$ cat src/rtl/mux_rr_arb.sv
// mux_rr_arb: N-to-1 registered selector; explicit select (mode=0) or round-robin arbitration (mode=1).
// Latency: one cycle from an input transfer to out_valid/out_data/out_src.
// Backpressure: out_valid & ~out_ready freezes the output word and holds every in_ready low.
// Optional: define MUX_RR_LOCK_EN to add the lock input, which pins round-robin to the last-granted channel.
module mux_rr_arb #(
    parameter int DATA_WIDTH = 16,
    parameter int NUM_INPUTS = 4,
    parameter int SEL_WIDTH  = $clog2(NUM_INPUTS)
) (
    input  logic                             clk,
    input  logic                             reset,
    input  logic                             mode,
    input  logic [SEL_WIDTH-1:0]             sel,
`ifdef MUX_RR_LOCK_EN
    input  logic                             lock,
`endif
    input  logic [NUM_INPUTS*DATA_WIDTH-1:0] in_data,
    input  logic [NUM_INPUTS-1:0]            in_valid,
    output logic [NUM_INPUTS-1:0]            in_ready,
    output logic [DATA_WIDTH-1:0]            out_data,
    output logic [SEL_WIDTH-1:0]             out_src,
    output logic                             out_valid,
    input  logic                             out_ready
);

    logic                  load_en;
    logic                  grant_any;
    logic [SEL_WIDTH-1:0]  grant_idx;
    logic [DATA_WIDTH-1:0] grant_dat;
    logic [SEL_WIDTH-1:0]  last;
    logic [SEL_WIDTH-1:0]  cand;
    logic                  lock_act;

`ifdef MUX_RR_LOCK_EN
    assign lock_act = lock & mode;
`else
    assign lock_act = 1'b0;
`endif

    // The output register can take a new word when empty or being drained this cycle.
    assign load_en = ~out_valid | out_ready;

    // Grant decision: explicit select, locked channel, or first valid channel after last.
    always_comb begin
        grant_any = 1'b0;
        grant_idx = '0;
        cand      = '0;
        if (load_en && !reset) begin
            if (!mode) begin
                // Out-of-range sel never matches any channel index, so it never grants.
                for (int i = 0; i < NUM_INPUTS; i++) begin
                    if (sel == SEL_WIDTH'(i) && in_valid[i]) begin
                        grant_any = 1'b1;
                        grant_idx = sel;
                    end
                end
            end else if (lock_act) begin
                if (in_valid[last]) begin
                    grant_any = 1'b1;
                    grant_idx = last;
                end
            end else begin
                for (int k = 1; k <= NUM_INPUTS; k++) begin
                    cand = SEL_WIDTH'((int'(last) + k) % NUM_INPUTS);
                    if (!grant_any && in_valid[cand]) begin
                        grant_any = 1'b1;
                        grant_idx = cand;
                    end
                end
            end
        end
    end

    // Pick the granted channel's data word.
    always_comb begin
        grant_dat = '0;
        for (int i = 0; i < NUM_INPUTS; i++) begin
            if (grant_idx == SEL_WIDTH'(i)) begin
                grant_dat = in_data[i*DATA_WIDTH +: DATA_WIDTH];
            end
        end
    end

    // One-hot ready to the granted channel; grant_any is already gated by load_en and reset.
    always_comb begin
        in_ready = '0;
        for (int i = 0; i < NUM_INPUTS; i++) begin
            if (grant_any && grant_idx == SEL_WIDTH'(i)) begin
                in_ready[i] = 1'b1;
            end
        end
    end

    // Output register and round-robin pointer.
    always_ff @(posedge clk) begin
        if (reset) begin
            out_valid <= 1'b0;
            out_data  <= '0;
            out_src   <= '0;
            last      <= SEL_WIDTH'(NUM_INPUTS - 1);
        end else if (load_en) begin
            if (grant_any) begin
                out_valid <= 1'b1;
                out_data  <= grant_dat;
                out_src   <= grant_idx;
                if (mode) begin
                    last <= grant_idx;
                end
            end else begin
                out_valid <= 1'b0;
            end
        end
    end

endmodule

$ cat config.mk
export PLATFORM = sky130hd
export DESIGN_NAME = mux_rr_arb
export DESIGN_NICKNAME = d
export VERILOG_FILES = /design/src/rtl/mux_rr_arb.sv
export SDC_FILE = /design/constraint.sdc
export NUM_CORES = 1
export LEC_CHECK = 0
export ABC_CLOCK_PERIOD_IN_PS = 2600
export CAP_MARGIN = 40
export CORE_MARGIN = 4
export CORE_UTILIZATION = 33
export CTS_BUF_LIST = sky130_fd_sc_hd__clkbuf_4 sky130_fd_sc_hd__clkbuf_8 sky130_fd_sc_hd__clkbuf_16
export CTS_CLUSTER_SIZE = 30
export DETAILED_ROUTE_END_ITERATION = 8
export PLACE_DENSITY = 0.74
export SKIP_LAST_GASP = 1
export SLEW_MARGIN = 25
export SYNTH_ARGS = -nofsm -noshare
export SYNTH_HDL_FRONTEND = slang
export SYNTH_SLANG_ARGS = --single-unit
$ cat constraint.sdc
create_clock -name clk -period 2.6 [get_ports clk]
set_clock_uncertainty 0.15 [all_clocks]
set_input_delay 0.39 -clock clk [delete_from_list [all_inputs] [get_ports clk]]
set_output_delay 0.39 -clock clk [all_outputs]
set_load 0.05 [all_outputs]
Fig. 1: metal 1
Bar = 20 µm.
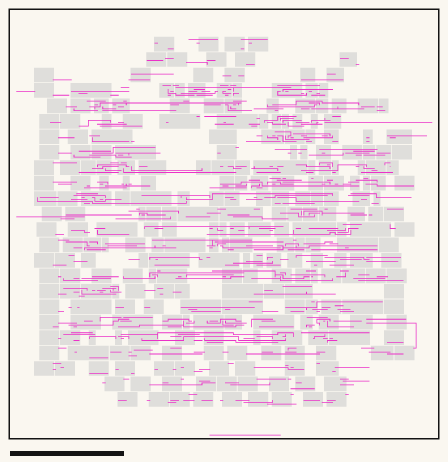
nets with wire on the layer: 283
share of all routed wire: 40%
wire length on this layer: 1,950 µm
main direction: horizontal
longest straight run: 24.8 µm
met1 Resource Use GR: 19.82%
DR vias: 1,638
Detailed Route WL: 4.885 mm

Fig. 2: signal wires on met2
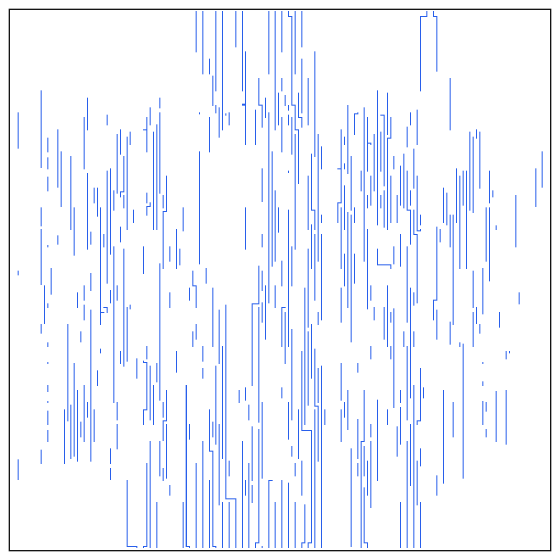
nets with wire on the layer: 301
main direction: vertical
share of all routed wire: 49%
wire length on this layer: 2,410 µm
GRT met2 Usage: 29.72%

==> flow_summary.yaml <==
# synthesis and place-and-route metrics
logic_synthesis:
  enable_flop_cells: 0
  syn_area_um2: 1498
  top_cells_by_count: "27 x mux2i_1, 21 x dfxtp_1, 15 x nand2_1"
  avgSynthCellArea_um2: 9.479
  ys_warn_count: 0
  ff_type: "dfxtp_1"
  synth_top_area_share_pct: 28.07
  mux_share_pct: 23.56
  yosys.area.top_type: "dfxtp_1"
  yosysCellCount: 158
  synthArstFlopShare_pct: 0
worst_setup_path:
  start_kind: "register"
  critPathKind: "reg2out"
  crit_required_ps: 2060
  arrival_ps: 2070
  r2r_start: "last[1]$_SDFFE_PP1P_"
  crit_fanout: 2
  crit_start: "last[1]$_SDFFE_PP1P_"
  worstPathBufferInverterCount: 1
global_route:
  top_usage_layer: "met2"
  gr-usage-all-layers_pct: 17.33
  grt_pass1_vias: 1577
  grt_pass1_wl_mm: 7.383
  antenna_found_initial: 0
detailed_routing:
  post_drt_wl_per_cell_um: 14.89
  dr.pass1.iters: 4
  drt_iter0_markers: 72
  wl_met3_um: 463
  drc_errors: 0
  maxUsedRoutingLayer: "met4"
finish:
  area_growth_pct: 84.21
  buffer_area_share_pct: 43.90
  drive_above_1_share_pct: 25.00
  final_nets: 351
  final-comb-area_um2: 998.5
  regArea_um2: 422.9
  lay_top_count: "clkdlybuf4s50_1"
  largest_reg_flops: 16
  final_cell_mix: "87 x clkdlybuf4s50_1, 30 x buf_4, 27 x mux2i_1"
  largest_class: "buffers"
  top_register: "out_data"
  final-clk-cell-share_pct: 1.678
  antenna_cells: 0
timing:
  max_freq_mhz: 383.1
  worst_slew_pin_slew_ps: 728.9
  fin_hold_ws_ps: 310.2
  slew_viol_final: 0
  setup_viol: 1
  period_used_pct: 100.4
  post-route-worst-setup-slack_ps: -10.26
job:
  log.warning_count: 29
  max_cap_viol_count: 0
run_status:
  violations: "setup timing"
  outcome: "complete, but fails checks"
floorplanning:
  io_pins: 97
  fp.dieH_um: 75.37
  tapCellCount: 52
placement:
  dp_hpwl_mm: 3.880
  place.gp.congestion: 0.7973
  port_buffers: 96
  post-place-ws_ps: -439.0
power:
  pg_comb_mw: 0.676
  p_per_area_nw_per_um2: 471.5
  leakagePower_nw: 1.103
  p_clk_share_pct: 17.3
worst_hold_path:
  worstHoldPathCells: 2
cts:
  cts_hold_buf: 0
Fig. 3: the metal 3 layer
Bar = 20 µm.
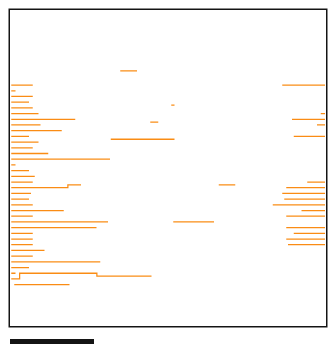
share of all routed wire: 9.5%
main direction: horizontal
nets with wire on the layer: 54
wire length on this layer: 463 µm
longest straight run: 23.2 µm
grt met3 use: 6.464%

Fig. 4: the clock network
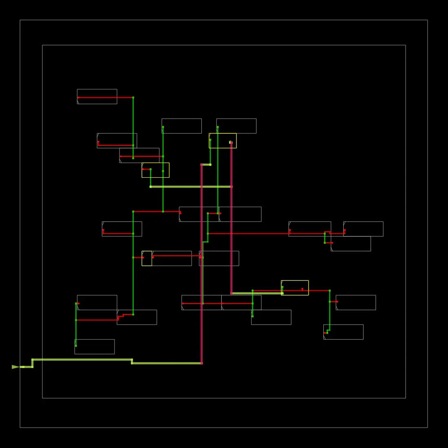
clock sinks: 21
Num CTS Buffers: 3

Power and IR drop assume default switching activity.
